**config.mk**
```make
export PLATFORM = sky130hd
export DESIGN_NAME = add_arbiter_flat
export DESIGN_NICKNAME = d
export VERILOG_FILES = /design/src/rtl/add_arbiter_pkg.sv /design/src/rtl/add_arbiter_if.sv /design/src/rtl/add_arbiter_tag_pipe.sv /design/src/rtl/add_arbiter.sv /design/src/flat_wrapper.sv
export SDC_FILE = /design/constraint.sdc
export NUM_CORES = 1
export LEC_CHECK = 0
export ABC_AREA = 1
export CAP_MARGIN = 40
export CORE_MARGIN = 8
export CORE_UTILIZATION = 35
export DETAILED_ROUTE_END_ITERATION = 10
export PLACE_DENSITY = 0.73
export SETUP_SLACK_MARGIN = 0.4
export SLEW_MARGIN = 20
export SYNTH_ARGS = -nofsm -noshare
export SYNTH_HDL_FRONTEND = slang
export SYNTH_HIERARCHICAL = 1
export SYNTH_SLANG_ARGS = --single-unit
```
**constraint.sdc**
```tcl
create_clock -name clk -period 1.7 [get_ports clk]
set_input_delay 0.34 -clock clk [delete_from_list [all_inputs] [get_ports clk]]
set_output_delay 0.34 -clock clk [all_outputs]
set_load 0.005 [all_outputs]
```
**src/rtl/add_arbiter_pkg.sv**
```systemverilog
// Shared definitions for the two-requester floating-point adder arbiter:
// default widths, adder depth and the requester-id encoding.
package add_arbiter_pkg;

  localparam int FLOAT_DATA_WIDTH = 32;
  localparam int ADD_LATENCY      = 5;

  typedef enum logic {
    REQ_ID_0 = 1'b0,
    REQ_ID_1 = 1'b1
  } req_id_e;

  // One slot of the delay line that travels alongside the adder pipeline.
  typedef struct packed {
    logic    valid;
    req_id_e id;
  } tag_t;

endpackage

```
**src/rtl/add_arbiter_if.sv**
```systemverilog
// Request/response bundle between the two requesters and the arbiter.
// The master side belongs to the requesters; the slave side belongs to the arbiter.
interface add_arbiter_if
  import add_arbiter_pkg::*;
#(
  parameter int DATA_WIDTH = FLOAT_DATA_WIDTH
) ();

  logic                  req0_valid;
  logic                  req1_valid;
  logic [DATA_WIDTH-1:0] req0_a;
  logic [DATA_WIDTH-1:0] req0_b;
  logic [DATA_WIDTH-1:0] req1_a;
  logic [DATA_WIDTH-1:0] req1_b;
  logic                  req0_ready;
  logic                  req1_ready;
  logic                  rsp0_valid;
  logic                  rsp1_valid;
  logic [DATA_WIDTH-1:0] rsp0_data;
  logic [DATA_WIDTH-1:0] rsp1_data;

  modport master (
    output req0_valid, req0_a, req0_b, req1_valid, req1_a, req1_b,
    input  req0_ready, req1_ready, rsp0_valid, rsp0_data, rsp1_valid, rsp1_data
  );

  modport slave (
    input  req0_valid, req0_a, req0_b, req1_valid, req1_a, req1_b,
    output req0_ready, req1_ready, rsp0_valid, rsp0_data, rsp1_valid, rsp1_data
  );

endinterface

```
**src/rtl/add_arbiter_tag_pipe.sv**
```systemverilog
// Valid + requester-id delay line that mirrors the shared adder pipeline.
// It advances only on enabled edges, and a flush on an enabled edge empties it.
module add_arbiter_tag_pipe
  import add_arbiter_pkg::*;
#(
  parameter int DEPTH = ADD_LATENCY
) (
  input  logic clk,
  input  logic rst,
  input  logic en,
  input  logic flush,
  input  tag_t tag_in,
  output tag_t tag_out
);

  tag_t stages_q [DEPTH];

  // NOTE: this array holds control state, so every entry must come out of reset
  // invalid. Unlike a data RAM it is cheap flops and must not be left unreset.
  always_ff @(posedge clk or negedge rst) begin
    if (!rst) begin
      for (int i = 0; i < DEPTH; i++) stages_q[i] <= '0;
    end else if (en) begin
      // NOTE: non-blocking assignments make every stage shift on the same
      // pre-edge values, so this loop models a true shift register.
      if (flush) begin
        for (int i = 0; i < DEPTH; i++) stages_q[i] <= '0;
      end else begin
        stages_q[0] <= tag_in;
        for (int i = 1; i < DEPTH; i++) stages_q[i] <= stages_q[i-1];
      end
    end
  end

  assign tag_out = stages_q[DEPTH-1];

endmodule

```
**src/rtl/add_arbiter.sv**
```systemverilog
// Round-robin arbiter that shares one pipelined FP adder between two requesters.
// Each result is routed back to its requester by tagging the operation as it enters the adder.
module add_arbiter #(
  parameter int FLOAT_DATA_WIDTH = add_arbiter_pkg::FLOAT_DATA_WIDTH,
  parameter int ADD_LATENCY      = add_arbiter_pkg::ADD_LATENCY
) (
  input  logic                        clk,
  input  logic                        rst,
  input  logic                        clk_en,
  input  logic                        flush,
  add_arbiter_if.slave                bus,
  output logic                        add_clk_en,
  output logic                        add_aclr,
  output logic [FLOAT_DATA_WIDTH-1:0] add_dataa,
  output logic [FLOAT_DATA_WIDTH-1:0] add_datab,
  input  logic [FLOAT_DATA_WIDTH-1:0] add_result,
  output logic                        busy
);

  import add_arbiter_pkg::*;

  localparam int CNT_W = $clog2(ADD_LATENCY + 2);

  logic                        grant_en;
  logic                        gnt0;
  logic                        gnt1;
  logic                        accept;
  logic                        result;
  req_id_e                     gnt_id;
  req_id_e                     rr_ptr_q;
  logic [FLOAT_DATA_WIDTH-1:0] sel_a;
  logic [FLOAT_DATA_WIDTH-1:0] sel_b;
  logic [FLOAT_DATA_WIDTH-1:0] hold_a_q;
  logic [FLOAT_DATA_WIDTH-1:0] hold_b_q;
  logic                        rsp0_valid_q;
  logic                        rsp1_valid_q;
  logic [FLOAT_DATA_WIDTH-1:0] rsp0_data_q;
  logic [FLOAT_DATA_WIDTH-1:0] rsp1_data_q;
  logic [CNT_W-1:0]            cnt_q;
  tag_t                        tag_in;
  tag_t                        tag_out;

  // Grants are blocked during reset, during a stall and on a flush cycle.
  assign grant_en = rst & clk_en & ~flush;

  always_comb begin
    // NOTE: every output of this block gets a default first; a path that leaves
    // one unassigned would infer a latch.
    gnt0  = 1'b0;
    gnt1  = 1'b0;
    sel_a = hold_a_q;
    sel_b = hold_b_q;
    if (grant_en) begin
      if (bus.req0_valid && (!bus.req1_valid || rr_ptr_q == REQ_ID_0)) gnt0 = 1'b1;
      else if (bus.req1_valid)                                        gnt1 = 1'b1;
    end
    if (gnt0) begin
      sel_a = bus.req0_a;
      sel_b = bus.req0_b;
    end else if (gnt1) begin
      sel_a = bus.req1_a;
      sel_b = bus.req1_b;
    end
  end

  assign accept         = gnt0 | gnt1;
  assign gnt_id         = gnt1 ? REQ_ID_1 : REQ_ID_0;
  assign bus.req0_ready = gnt0;
  assign bus.req1_ready = gnt1;
  assign add_dataa      = sel_a;
  assign add_datab      = sel_b;
  assign add_clk_en     = clk_en;
  assign add_aclr       = ~rst;

  // The pointer names the requester that wins the next contended cycle.
  always_ff @(posedge clk or negedge rst) begin
    if (!rst) begin
      rr_ptr_q <= REQ_ID_0;
      hold_a_q <= '0;
      hold_b_q <= '0;
    end else if (accept) begin
      rr_ptr_q <= gnt1 ? REQ_ID_0 : REQ_ID_1;
      hold_a_q <= sel_a;
      hold_b_q <= sel_b;
    end
  end

  assign tag_in.valid = accept;
  assign tag_in.id    = gnt_id;

  add_arbiter_tag_pipe #(
    .DEPTH (ADD_LATENCY)
  ) tag_pipe (
    .clk     (clk),
    .rst     (rst),
    .en      (clk_en),
    .flush   (flush),
    .tag_in  (tag_in),
    .tag_out (tag_out)
  );

  // A result leaves the adder on this edge unless a flush discards it.
  assign result = tag_out.valid & ~flush;

  always_ff @(posedge clk or negedge rst) begin
    if (!rst) begin
      rsp0_valid_q <= 1'b0;
      rsp1_valid_q <= 1'b0;
      rsp0_data_q  <= '0;
      rsp1_data_q  <= '0;
    end else begin
      rsp0_valid_q <= 1'b0;
      rsp1_valid_q <= 1'b0;
      if (clk_en && result) begin
        if (tag_out.id == REQ_ID_1) begin
          rsp1_valid_q <= 1'b1;
          rsp1_data_q  <= add_result;
        end else begin
          rsp0_valid_q <= 1'b1;
          rsp0_data_q  <= add_result;
        end
      end
    end
  end

  assign bus.rsp0_valid = rsp0_valid_q;
  assign bus.rsp1_valid = rsp1_valid_q;
  assign bus.rsp0_data  = rsp0_data_q;
  assign bus.rsp1_data  = rsp1_data_q;

  always_ff @(posedge clk or negedge rst) begin
    if (!rst) begin
      cnt_q <= '0;
    end else if (clk_en) begin
      if (flush) begin
        cnt_q <= '0;
      end else begin
        case ({accept, result})
          2'b10:   cnt_q <= cnt_q + CNT_W'(1);
          2'b01:   cnt_q <= cnt_q - CNT_W'(1);
          default: cnt_q <= cnt_q;
        endcase
      end
    end
  end

  assign busy = (cnt_q != '0);

endmodule

```
**src/flat_wrapper.sv**
```systemverilog
// flat-port wrapper written by rule: the top's interface ports become plain ports
module add_arbiter_flat import add_arbiter_pkg::*;
#(
  parameter int FLOAT_DATA_WIDTH = add_arbiter_pkg::FLOAT_DATA_WIDTH,
  parameter int ADD_LATENCY      = add_arbiter_pkg::ADD_LATENCY
)
  (clk, rst, clk_en, flush, add_clk_en, add_aclr, add_dataa, add_datab, add_result, busy, bus_req0_valid, bus_req0_a, bus_req0_b, bus_req1_valid, bus_req1_a, bus_req1_b, bus_req0_ready, bus_req1_ready, bus_rsp0_valid, bus_rsp0_data, bus_rsp1_valid, bus_rsp1_data);
  add_arbiter_if #(.DATA_WIDTH((FLOAT_DATA_WIDTH))) bus_i ();
  input  logic clk;
  input  logic rst;
  input  logic clk_en;
  input  logic flush;
  output logic add_clk_en;
  output logic add_aclr;
  output logic [FLOAT_DATA_WIDTH-1:0] add_dataa;
  output logic [FLOAT_DATA_WIDTH-1:0] add_datab;
  input  logic [FLOAT_DATA_WIDTH-1:0] add_result;
  output logic busy;
  input wire logic [$bits(bus_i.req0_valid)-1:0] bus_req0_valid;
  input wire logic [$bits(bus_i.req0_a)-1:0] bus_req0_a;
  input wire logic [$bits(bus_i.req0_b)-1:0] bus_req0_b;
  input wire logic [$bits(bus_i.req1_valid)-1:0] bus_req1_valid;
  input wire logic [$bits(bus_i.req1_a)-1:0] bus_req1_a;
  input wire logic [$bits(bus_i.req1_b)-1:0] bus_req1_b;
  output wire logic [$bits(bus_i.req0_ready)-1:0] bus_req0_ready;
  output wire logic [$bits(bus_i.req1_ready)-1:0] bus_req1_ready;
  output wire logic [$bits(bus_i.rsp0_valid)-1:0] bus_rsp0_valid;
  output wire logic [$bits(bus_i.rsp0_data)-1:0] bus_rsp0_data;
  output wire logic [$bits(bus_i.rsp1_valid)-1:0] bus_rsp1_valid;
  output wire logic [$bits(bus_i.rsp1_data)-1:0] bus_rsp1_data;
  assign bus_i.req0_valid = bus_req0_valid;
  assign bus_i.req0_a = bus_req0_a;
  assign bus_i.req0_b = bus_req0_b;
  assign bus_i.req1_valid = bus_req1_valid;
  assign bus_i.req1_a = bus_req1_a;
  assign bus_i.req1_b = bus_req1_b;
  assign bus_req0_ready = bus_i.req0_ready;
  assign bus_req1_ready = bus_i.req1_ready;
  assign bus_rsp0_valid = bus_i.rsp0_valid;
  assign bus_rsp0_data = bus_i.rsp0_data;
  assign bus_rsp1_valid = bus_i.rsp1_valid;
  assign bus_rsp1_data = bus_i.rsp1_data;
  add_arbiter #(.FLOAT_DATA_WIDTH(FLOAT_DATA_WIDTH), .ADD_LATENCY(ADD_LATENCY)) u_core (.clk(clk), .rst(rst), .clk_en(clk_en), .flush(flush), .bus(bus_i), .add_clk_en(add_clk_en), .add_aclr(add_aclr), .add_dataa(add_dataa), .add_datab(add_datab), .add_result(add_result), .busy(busy));
endmodule
```
**Run 1: M1 wires**

Bar = 50 µm. Supply wires on this layer in grey. Cells faint in the background.
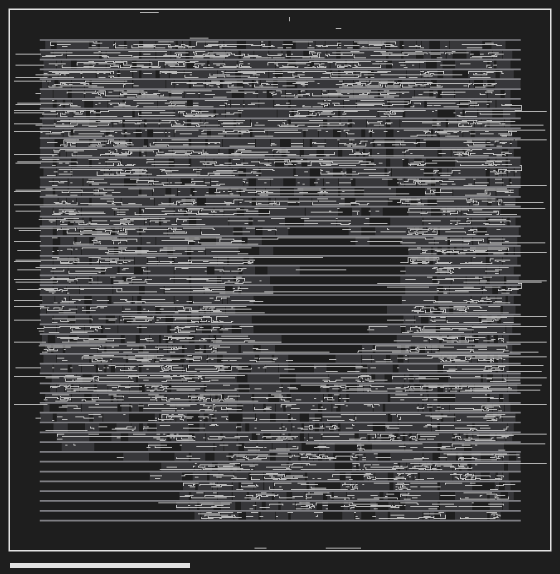
wire length on this layer: 10,900 µm
nets with wire on the layer: 1,319
share of all routed wire: 35%
Total Routed Length: 31.65 mm
total vias in the final route: 7,716
met1 GRT Util: 24.97%

**Run 1: sizing map**

Bar = 50 µm.
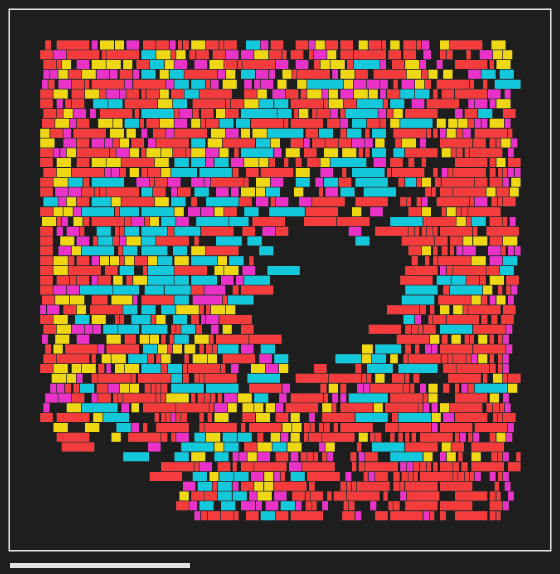
[yellow] _3 and _4 cells | cells: 243 | share: 19%
[magenta] _2 cells | cells: 250 | share: 19%
[cyan] _6 and larger | cells: 172 | share: 13%
[red] _0 and _1 cells | cells: 633 | share: 49%
fin area: 13,570 µm²
count of plain and timing-repair buffers in the layout: 559
Area growth syn-to-layout: 116.7%

==> out/metrics.sh, run 1 <==
ANTENNA_CELL_COUNT=3
WORSTSETUPPATHTYPE='flop to primary output'
CLOCK_POWER_SHARE_PCT=37.9
POSTSYNTH.TOPFLOPCELL='dfrtp_1'
SEQCELLAREA_UM2=3603
TOOL_WARNINGS=31
GLOBALROUTE.BUSIESTLAYER='met2'
SEQ_AREA_FRAC_SYNTH_PCT=57.54
REG2REG_SETUP_SLACK_PS=-560
SHARE_SEQ_OF_TOTAL_POWER_PCT=37.5
ROUTEDLENGTHMET1_MM=10.94
POSTCTSRESIZEDCELLS=700
WL_PER_CELL_UM=20.69
SYNTH.YOSYS.NUM_CELLS=743
CPLARGESTDELAYFAMILY='buffers and inverters'
INITIAL_DRT_MARKERS=409
CTS_HOLD_REPAIR.BUFFERS=0
TOPROUTINGLAYERUSED='met5'
PORT_BUFFERS=300
DOMINANT-CELL-CLASS='non-clock buffers'
FAILED_CHECKS='setup timing'
DIE_H_UM=149.8
WORSTHOLDPATHTYPE='input port to async pin'
FINAL.MIN_CLOCK_PERIOD_PS=2299
DIE_WIDTH_UM=149.8
GROUTE.LAYER.MET3.USAGE_PCT=6.622
POST_LAYOUT_UTILIZATION_OF_THE_CORE_PCT=76.32
POST_SYNTH_TALLY_OF_FLIP_FLOPS_WITH_INTEGRATED_ENABLE=0
R2R.WORST_PATH.CELLS=15
CTS.ROOT.BUFFER_CELL='clkbuf_16'
MAXCAPVIOLATIONS=0
INTPOWER_W=0.007360
DETAIL_ROUTE.VIAS_PER_CELL=5.043
CORE_AREA_UM2=17780
TOTAL_POWER_W=0.01048
ARRIVAL_PS=1960
COMB_AREA_SHARE_PCT=25.78
CLOCK.LATENCY.LATE_PIN_PS=420
NETLIST_TOP_CELLS_COUNT='nand2_1, nand3_1, dfrtp_1'
POSTSYNTHNETCOUNT=910
CLKTRANSATPATHREGS_PS=70
RESIDUAL_DRC_COUNT=0
WL_MET3_MM=2.456
LAYOUT_TOP_CELL_EXCL_FILL_TAP='nand2_1'
IOS=301
GLOBAL_ROUTE.OVERFLOW_TOTAL=0
POST_SYNTH_MAIN_LOGIC_FAMILY='simple AND/OR/NAND/NOR gates'
POST_SYNTH_AND_OR_NAND_NOR_AREA_FRACTION_PCT=29.95
SYN_AREA_UM2=6262
NUMBER_OF_BUFFERS_CREATED_BY_CTS=17
MAXCLOCKFREQUENCY_MHz=435.0
SYNTH_LARGEST_TYPE_AREA_FRACTION_PCT=57.54
RSZ0062_AT_GRT='true'
POST-PLACE-CELLS=1364
GRT_START_MAX_NET_PINS=136
DIEAREA_UM2=22430
PLACEMENT.CELL_AREA_UM2=10410
TIMING.FINAL.HOLD_VIOLATIONS=0
YS_TOP_CELLS_BY_AREA='dfrtp_1, nand2_1, nand3_1'
SYNTHESIS.YOSYS.WARNINGS=6
YOSYS-STAT-AREA_UM2=6262
ANTENNA_FOUND_INITIAL=5
LAYOUT-DRIVE-GT1-SHARE_PCT=51.23
NONCLKBUFAREAFRAC_PCT=39.39
POWER_PER_CELL_AREA_nW_PER_UM2=772.2
POST-DP-HPWL_MM=16.36
HOLD_SLACK_PS=76.82
TIMING.FINAL.SETUP_VIOLATIONS=73
PLACEMENT.SETUP.WORST_SLACK_PS=-915.5
ASYNC_FLOP_SHARE_PCT=100.0
AREA.SHARE.SEQUENTIAL_PCT=26.56
ROW_COUNT=49
WORSTSETUPPATHDEPTH=9
YS_TYPES=21
WORSTSETUPSTARTPOINTTYPE='flop'
POWER_LEAKAGE_nW=7.669
WORSTREG2REGSTART='u_core/rr_ptr_q'
OVERALL_TRACK_DEMAND_OVER_CAPACITY_IN_GLOBAL_ROUTING_PCT=22.17
STATUS='finished with violations'
IR_DROP_V=0.0006866
TIMING.CRITICAL_PATH.FANOUT_MAX=8
GRT_PASS1_VIAS=7396
WORST_SLEW_MARGIN_RELATIVE_TO_ITS_LIMIT_PCT=44.86
SYN_AREA_PER_CELL_UM2=8.428
SWITCHING_SHARE_PCT=29.75
TOTAL_SWITCHING_POWER_W=0.003117
FINAL_CRITICAL_PATH_SETUP_SLACK_PS=-599.1
**Run 1: close-up of the layout**

Bar = 10 µm. Region (55, 25) to (95, 65) µm. Cells in grey, sequential cells in the stronger grey; small squares are vias.
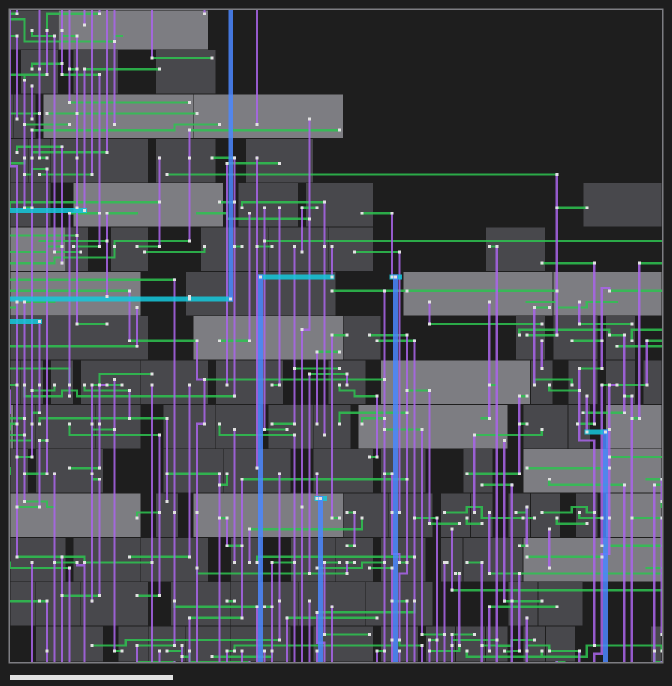
[cyan] metal 3
[blue] metal 4
[purple] metal 2
[green] metal 1
cells with their middle in the window: 102
netlist names of flops here include: u_core/bus.rsp0_data (4), u_core/hold_a_q (3), u_core/bus.rsp1_data (2)
sequential cells in the window: 14
most frequent: buf_4 (16), dfrtp_1 (14), nand2_1 (12)

**Run 1: routing congestion map**

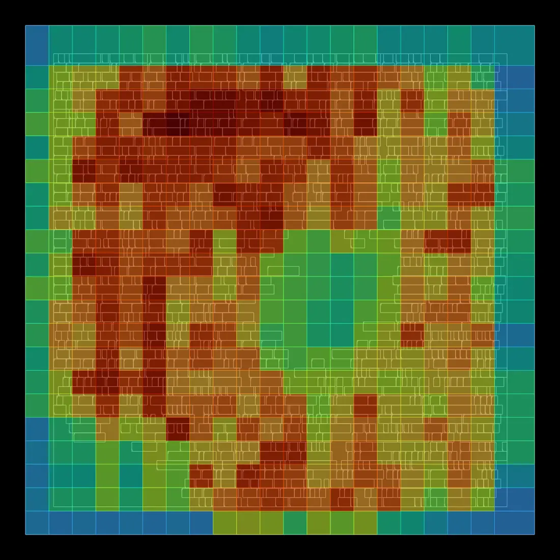

==> run 2, diff against run 1 <==
- SKIP_LAST_GASP: unset -> 1
**Run 2: routing congestion map**

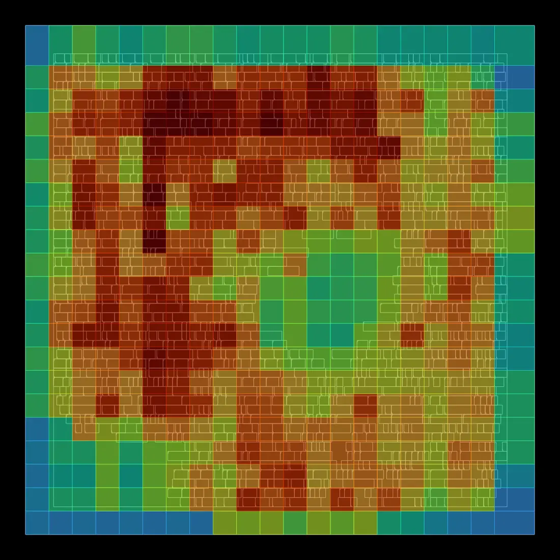
met3 Resource Use GR: 6.653%
met1 GRT Util: 24.65%
overall track demand over capacity in global routing: 21.60%
post-layout utilization of the core: 78.67%
gr busiest metal: met2

**Run 2: M1 wires**

Bar = 50 µm. Supply wires on this layer in grey. Cells faint in the background.
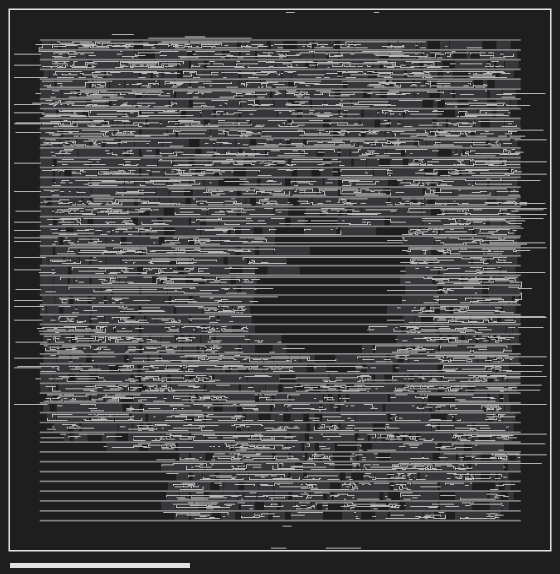
share of all routed wire: 35%
nets with wire on the layer: 1,324
main direction: horizontal
Total Routed Length: 33.57 mm
total vias in the final route: 8,024

==> run 2 against run 1 <==
Compared with the run above: the run still ends with setup timing left; combinational power is 7.8% higher; sequential power hardly changed; clock skew hardly changed; core utilization is 2.4 points higher; synthesized cell count stayed put; critical path type is now flop to flop.
==> out/metrics.sh, run 2 <==
TOTAL_SWITCHING_POWER_W=0.003234
YS_TOP_CELLS_BY_AREA='dfrtp_1, nand2_1, nand3_1'
POST_SYNTH_TALLY_OF_FLIP_FLOPS_WITH_INTEGRATED_ENABLE=0
FAILED_CHECKS='setup timing'
AREA.GROWTH.SYNTH_TO_FINAL_PCT=123.4
DETAIL_ROUTE.VIAS_PER_CELL=5.173
YOSYS-STAT-AREA_UM2=6262
ROUTEDLENGTHMET1_MM=11.78
RESIDUAL_DRC_COUNT=0
TIMING.FINAL.HOLD_VIOLATIONS=0
SEQCELLAREA_UM2=3603
WORST_SLEW_MARGIN_RELATIVE_TO_ITS_LIMIT_PCT=48.39
POST_SYNTH_AND_OR_NAND_NOR_AREA_FRACTION_PCT=29.95
SYN_AREA_PER_CELL_UM2=8.428
R2R.WORST_PATH.CELLS=14
LAYOUT-DRIVE-GT1-SHARE_PCT=52.19
DIE_WIDTH_UM=149.8
SWITCHING_SHARE_PCT=30.19
ANTENNA_FOUND_INITIAL=1
MAXCLOCKFREQUENCY_MHz=402.0
ROW_COUNT=49
POST-DP-HPWL_MM=16.36
NETLIST_TOP_CELLS_COUNT='nand2_1, nand3_1, dfrtp_1'
POSTSYNTHNETCOUNT=910
IOS=301
CTS.ROOT.BUFFER_CELL='clkbuf_16'
POSTSYNTH.TOPFLOPCELL='dfrtp_1'
FINAL_CRITICAL_PATH_SETUP_SLACK_PS=-787.6
TOOL_WARNINGS=31
WORSTHOLDPATHTYPE='input port to async pin'
CORE_AREA_UM2=17780
DIEAREA_UM2=22430
GLOBAL_ROUTE.OVERFLOW_TOTAL=0
TIMING.CRITICAL_PATH.FANOUT_MAX=3
CTS_HOLD_REPAIR.BUFFERS=0
DOMINANT-CELL-CLASS='non-clock buffers'
TIMING.FINAL.SETUP_VIOLATIONS=86
FINAL_DESIGN_AREA_NO_FILL_UM2=13990
SYN_AREA_UM2=6262
TOTAL_POWER_W=0.01071
SYNTH_LARGEST_TYPE_AREA_FRACTION_PCT=57.54
LAYOUT_TOP_CELL_EXCL_FILL_TAP='nand2_1'
STATUS='finished with violations'
WL_PER_CELL_UM=21.64
GRT_PASS1_VIAS=7249
No activity file was given, so power comes from the tool's default toggle rates.
